===== src/rtl/tx_serializer_p_pkg.sv =====
// Shared types and helpers for the framed serial transmitter.
// Holds the FSM state encoding, the idle line level and the counter-width helper.
package tx_ser_pkg;

   typedef enum logic [2:0] {
      IDLE,
      START,
      DATA,
      PARITY,
      STOP
   } tx_state_e;

   localparam logic LINE_IDLE = 1'b1;

   function automatic int cnt_w(input int n);
      return (n > 1) ? $clog2(n) : 1;
   endfunction

endpackage


===== src/rtl/tx_serializer_p_if.sv =====
// Parallel-in / serial-out bundle between the data source and the transmitter.
// master = data source side, slave = transmitter side.
interface tx_serializer_p_if #(parameter int DATA_W = 8);
   logic [DATA_W-1:0] Pin;
   logic              send;
   logic              Sout;
   logic              busy;
   logic              done;
   logic              err;

   modport master (output Pin, send, input Sout, busy, done, err);
   modport slave  (input Pin, send, output Sout, busy, done, err);
endinterface


===== src/rtl/tx_serializer_p_bit_timer.sv =====
// Bit-time divider: counts CLKS_PER_BIT clocks while enabled, strobes bit_end on the last one.
// Zero latency strobe; clear restarts the count so a new frame begins on a full bit.
module tx_bit_timer
   import tx_ser_pkg::*;
#(
   parameter int CLKS_PER_BIT = 4
) (
   input  logic clk,
   input  logic reset,
   input  logic clear,
   input  logic en,
   output logic bit_end
);

   localparam int CW = cnt_w(CLKS_PER_BIT);
   localparam logic [CW-1:0] LAST = CW'(CLKS_PER_BIT - 1);

   logic [CW-1:0] clk_cnt;

   always_ff @(posedge clk) begin
      if (reset || clear) begin
         clk_cnt <= '0;
      end else if (en) begin
         clk_cnt <= (clk_cnt == LAST) ? '0 : clk_cnt + 1'b1;
      end
   end

   assign bit_end = en && (clk_cnt == LAST);

endmodule


===== src/rtl/tx_serializer_p.sv =====
// Framed serializer: start, DATA_W data bits, optional parity (TX_PARITY_EN), stop bits.
// Sout registered, first start-bit clock follows the accepting edge; requests while busy only raise err.
module tx_serializer_p
   import tx_ser_pkg::*;
#(
   parameter int DATA_W       = 8,
   parameter int CLKS_PER_BIT = 4,
   parameter int STOP_BITS    = 1,
   parameter int LSB_FIRST    = 1,
   parameter int PARITY_ODD   = 0
) (
   input  logic CLOCK_50,
   input  logic reset,
   tx_serializer_p_if.slave bus
);

   localparam int BW = $clog2(DATA_W);
   localparam logic [BW-1:0] LAST_BIT = BW'(DATA_W - 1);
   localparam logic LAST_STOP = 1'(STOP_BITS - 1);

   tx_state_e         state, state_n;
   logic [DATA_W-1:0] shreg, shreg_n;
   logic [BW-1:0]     bit_cnt, bit_cnt_n;
   logic              stop_cnt, stop_cnt_n;
   logic              accept, bit_end, line_n, send_d, par_q, frame_end, busy;

   tx_bit_timer #(.CLKS_PER_BIT(CLKS_PER_BIT)) u_timer (
      .clk     (CLOCK_50),
      .reset   (reset),
      .clear   (accept),
      .en      (busy),
      .bit_end (bit_end)
   );

`ifdef TX_PARITY_EN
   always_ff @(posedge CLOCK_50) begin
      if (reset) begin
         par_q <= 1'b0;
      end else if (accept) begin
         par_q <= (^bus.Pin) ^ 1'(PARITY_ODD);
      end
   end
`else
   assign par_q = 1'(PARITY_ODD);
`endif

   always_comb begin
      state_n    = state;
      shreg_n    = shreg;
      bit_cnt_n  = bit_cnt;
      stop_cnt_n = stop_cnt;
      accept     = 1'b0;
      line_n     = LINE_IDLE;
      case (state)
         IDLE: begin
            if (bus.send) begin
               accept     = 1'b1;
               state_n    = START;
               shreg_n    = bus.Pin;
               bit_cnt_n  = '0;
               stop_cnt_n = 1'b0;
            end
         end
         START: if (bit_end) state_n = DATA;
         DATA: begin
            if (bit_end) begin
               if (bit_cnt == LAST_BIT) begin
`ifdef TX_PARITY_EN
                  state_n = PARITY;
`else
                  state_n = STOP;
`endif
               end else begin
                  bit_cnt_n = bit_cnt + 1'b1;
                  if (LSB_FIRST != 0) shreg_n = {1'b0, shreg[DATA_W-1:1]};
                  else                shreg_n = {shreg[DATA_W-2:0], 1'b0};
               end
            end
         end
         PARITY: if (bit_end) state_n = STOP;
         STOP: begin
            if (bit_end) begin
               if (stop_cnt == LAST_STOP) state_n = IDLE;
               else                       stop_cnt_n = 1'b1;
            end
         end
         default: state_n = IDLE;
      endcase

      // Sout is registered, so drive it from the state being entered.
      case (state_n)
         START:   line_n = 1'b0;
         DATA:    line_n = (LSB_FIRST != 0) ? shreg_n[0] : shreg_n[DATA_W-1];
         PARITY:  line_n = par_q;
         default: line_n = LINE_IDLE;
      endcase
   end

   assign busy      = (state != IDLE);
   assign frame_end = (state == STOP) && bit_end && (stop_cnt == LAST_STOP);

   always_ff @(posedge CLOCK_50) begin
      if (reset) begin
         state    <= IDLE;
         shreg    <= '0;
         bit_cnt  <= '0;
         stop_cnt <= 1'b0;
         send_d   <= 1'b0;
         bus.Sout <= LINE_IDLE;
         bus.err  <= 1'b0;
      end else begin
         state    <= state_n;
         shreg    <= shreg_n;
         bit_cnt  <= bit_cnt_n;
         stop_cnt <= stop_cnt_n;
         send_d   <= bus.send;
         bus.Sout <= line_n;
         // A rise landing on the frame's last clock is treated as a fresh request.
         bus.err  <= bus.send && !send_d && busy && !frame_end;
      end
   end

   assign bus.busy = busy;
   assign bus.done = frame_end;

endmodule


===== src/flat_wrapper.sv =====
// flat-port wrapper written by rule: the top's interface ports become plain ports
module tx_serializer_p_flat import tx_ser_pkg::*;
#(
   parameter int DATA_W       = 8,
   parameter int CLKS_PER_BIT = 4,
   parameter int STOP_BITS    = 1,
   parameter int LSB_FIRST    = 1,
   parameter int PARITY_ODD   = 0
)
  (CLOCK_50, reset, bus_Pin, bus_send, bus_Sout, bus_busy, bus_done, bus_err);
  tx_serializer_p_if #(.DATA_W(DATA_W)) bus_i ();
  input  logic CLOCK_50;
  input  logic reset;
  input wire logic [$bits(bus_i.Pin)-1:0] bus_Pin;
  input wire logic [$bits(bus_i.send)-1:0] bus_send;
  output wire logic [$bits(bus_i.Sout)-1:0] bus_Sout;
  output wire logic [$bits(bus_i.busy)-1:0] bus_busy;
  output wire logic [$bits(bus_i.done)-1:0] bus_done;
  output wire logic [$bits(bus_i.err)-1:0] bus_err;
  assign bus_i.Pin = bus_Pin;
  assign bus_i.send = bus_send;
  assign bus_Sout = bus_i.Sout;
  assign bus_busy = bus_i.busy;
  assign bus_done = bus_i.done;
  assign bus_err = bus_i.err;
  tx_serializer_p #(.DATA_W(DATA_W), .CLKS_PER_BIT(CLKS_PER_BIT), .STOP_BITS(STOP_BITS), .LSB_FIRST(LSB_FIRST), .PARITY_ODD(PARITY_ODD)) u_core (.CLOCK_50(CLOCK_50), .reset(reset), .bus(bus_i));
endmodule

===== config.mk =====
export PLATFORM = sky130hd
export DESIGN_NAME = tx_serializer_p_flat
export DESIGN_NICKNAME = d
export VERILOG_FILES = /design/src/rtl/tx_serializer_p_pkg.sv /design/src/rtl/tx_serializer_p_if.sv /design/src/rtl/tx_serializer_p_bit_timer.sv /design/src/rtl/tx_serializer_p.sv /design/src/flat_wrapper.sv
export SDC_FILE = /design/constraint.sdc
export NUM_CORES = 1
export LEC_CHECK = 0
export CAP_MARGIN = 30
export CORE_ASPECT_RATIO = 1.2
export CORE_MARGIN = 8
export CORE_UTILIZATION = 46
export DETAILED_ROUTE_END_ITERATION = 12
export PLACE_DENSITY = 0.79
export SLEW_MARGIN = 20
export SYNTH_ARGS = -nofsm -noshare
export SYNTH_HDL_FRONTEND = slang
export SYNTH_SLANG_ARGS = --single-unit

===== constraint.sdc =====
create_clock -name CLOCK_50 -period 1.5 [get_ports CLOCK_50]
set_input_delay 0.3 -clock CLOCK_50 [delete_from_list [all_inputs] [get_ports CLOCK_50]]
set_output_delay 0.3 -clock CLOCK_50 [all_outputs]
set_load 0.1 [all_outputs]

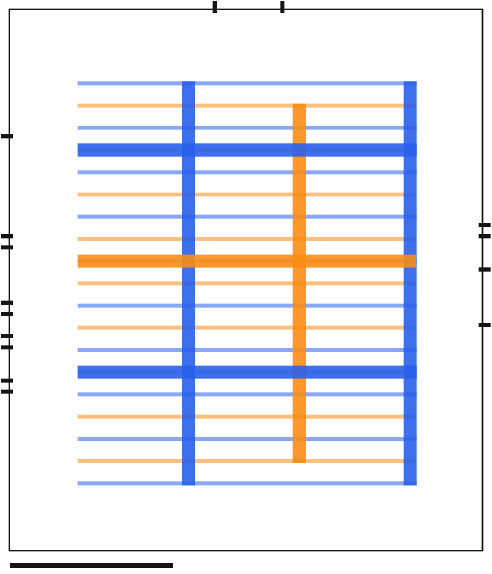
Fig. 1. Supply network.
Bar = 20 µm. Pins as bars on the die edge.
| colour | net |
|---|---|
| blue | VSS |
| orange | VDD |
rows: 18
met5 straps: 3

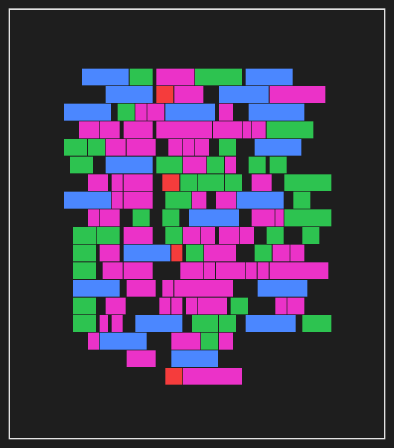
Fig. 2. Cell classes on the final placement.
| colour | class | cells | share of their area |
|---|---|---|---|
| red | clock drivers and dummy loads | 4 | 2.0% |
| green | remaining buffers and delay cells | 37 | 26% |
| blue | sequential cells | 19 | 28% |
| magenta | combinational and other logic | 66 | 44% |

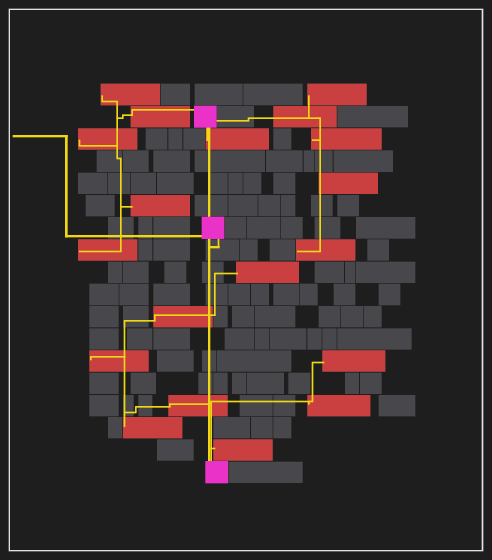
Fig. 3. Clock distribution.
[yellow] clock wires | length: 248 µm
[red] flip-flops | count: 19
[magenta] clock drivers | count: 3
routed clock nets: 4
Power Clock: 269 µW
Final Skew: 0.00570 ns
Worst-Skew Late Latency: 0.31 ns
clock share of power: 0.257

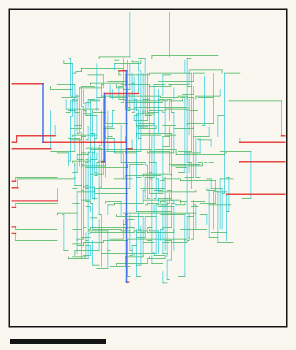
Fig. 4. Routed metal, one colour a layer.
Bar = 20 µm.
| colour | layer | wire length |
|---|---|---|
| green | metal 1 | 932 µm |
| cyan | metal 2 | 1210 µm |
| red | metal 3 | 97.5 µm |
| blue | metal 4 | 70.7 µm |
wire length per cell: 15.8 µm
All-Layer GR Usage: 0.130
vias: 877

==> metrics.cfg <==
[critical_path]
start_kind=register
path_max_fanout=10
cp-end-kind=primary output
arrival_ns=1.30
ff2ff_path_depth=7
critPathRequiredTime_ns=1.20
reg2reg_to=u_core.shreg[3]$_SDFFE_PP0P_
reg2reg_slack_ns=-0.02

[sta]
whs_ns=0.350
period_used_share=1.07
hold_viol_final=0
worstMarginPinSlew_ns=0.367
maxSlewViolCount=0
setup_slack_ns=-0.0992
fmax_mhz=625
finalSetupViolCount=5
rsz0062_at_grt=yes

[placement]
dp.cells=136
port-buffer-count=14
placed_area_um2=1270
place_ws_ns=-0.282
gp_congestion=0.769

[finish]
final_cells=146
regArea_um2=390
fin_nets=141
area_growth_pct=48.9
design_area_um2=1430
drive_gt1_frac=0.508
utilization=0.707

[drt]
totalWireLength_mm=2.31
avgViaCountPerCell=6.01
drtPass1Iterations=4

[power_and_ir_drop]
irDropWorstVdd_v=0.000818
leakage_uw=0.000547
combPwrFrac=0.214
power_frac_seq=0.529
p_int_uw=732
cellPowerDensity_nw_per_um2=731

[logic_synthesis]
ys.warnings.count=0
yosys.area.top_type=dfxtp_1
ys_area_um2=962
synth_cell_types=29
syn-instance-count=94
yosys_register_bits=19
syn_area_per_cell_um2=10.2
synth_seq_share=0.395
syn-cell-area_um2=962
top_cell_area_share=0.395

[worst_hold_path]
min_from=bus_send
worst_hold_path.endpoint=u_core.send_d$_SDFF_PP0_
worstHoldPathCells=2

[floorplanning]
fp-utilization=0.475
chipArea_um2=3820
die_x_um=57.8

[clock_tree]
htree_levels=1
clock_path_buffers=2
cts_hold_buffers=0
clk_pin_slew_ns=0.11
root_buffer=clkbuf_4

[outcome]
violations=setup timing
outcome=finished with violations

[grt]
grt-busiest-layer=met2
antenna_found_initial=0
grt_util_met3=0.0292
grt_max_degree=13
use_met1=0.120
grt_pass1_wl_mm=3.91

[flow_run]
warnings=29

[power groups by stage]
stage / Clock, µW / Sequential [µW] / Combinational, µW
3_5_place_dp: 0 / 566 / 214
3_3_place_gp: 0 / 565 / 210
2_1_floorplan: 0 / 578 / 118
5_1_grt: 288 / 558 / 241
4_1_cts: 279 / 554 / 222
6_report: 269 / 555 / 224
[cell families after synthesis]
family,share of synthesized area
compound gates,0.321
simple gates,0.181
flops,0.395
buf+inv,0.0637
fa+ha+maj,0.0390
[cell usage after synthesis, drive strengths merged]
| cell | n |
|---|---|
| nor2 | 2 |
| nor2b | 1 |
| nor3 | 1 |
| o21a | 1 |
| nand2 | 1 |
| or3 | 2 |
| or3b | 1 |
| o211a | 1 |
| dfxtp | 19 |
| or4b | 1 |
| nand2b | 2 |
| a31oi | 2 |
| or2 | 1 |
| o211ai | 10 |
| a211oi | 1 |
| nor4b | 4 |
| a21oi | 15 |
| clkbuf | 3 |
| nand3b | 3 |
| a32oi | 7 |
| ha | 3 |
| and3b | 1 |
| o21ai | 1 |
| nand3 | 2 |
| buf | 6 |
| nor4 | 1 |
| inv | 2 |
[layer usage]
metal,wire (µm),vias up
met5,0,-
met4,70,0
met3,97,7
met2,1210,18
met1,931,416
li1,-,436
[metrics by stage]
step | TNS [ns] | power, µW
after floorplan | -0.679 | 696
after global placement | -2.62 | 775
after detailed placement | -3.00 | 780
after CTS | -0.128 | 1060
after global routing | -0.523 | 1090
final | -0.146 | 1050
[state kept, by name, indices dropped and copies added (netlist names)]
signal,flops
u_core.shreg,8
u_core.bit_cnt,3
u_core.state,3
u_core.u_timer.clk_cnt,2
u_core.bus.Sout,1
u_core.bus.err,1
u_core.send_d,1
[final cells by class]
type,count,share of cell area
multi-input combinational,64,0.425
sequential,19,0.272
timing repair buffer,37,0.259
tap,20,0.0175
clock buffer,3,0.0157
inverter,2,0.00699
clock inverter,1,0.00349
[worst max-delay path, stage by stage (launching register included)]
cell     delay (ns)
dfxtp_2        0.40
nor4b_4        0.36
buf_12         0.22
[worst max path at each step]
stage	from	to	slack [ns]	cells past startpoint
final	u_core.state[1]$_SDFF_PP0_	bus_done	-0.1	2
after global routing	u_core.u_timer.clk_cnt[0]$_SDFFE_PP0P_	bus_done	-0.16	3
after floorplan	u_core.state[0]$_SDFF_PP0_	bus_done	-0.36	2
after detailed placement	bus_send	u_core.shreg[5]$_SDFFE_PP0P_	-0.28	4
after CTS	u_core.state[2]$_SDFF_PP0_	bus_done	-0.11	3
after global placement	bus_send	u_core.shreg[3]$_SDFFE_PP0P_	-0.25	4
[timing repair]
action	4_1_cts	5_1_grt
buffers inserted	7	0
endpoints found under the setup margin	14	13
resized	16	7
pin swaps	7	10
endpoints found under the hold margin	0	0
Power and IR drop assume default switching activity.
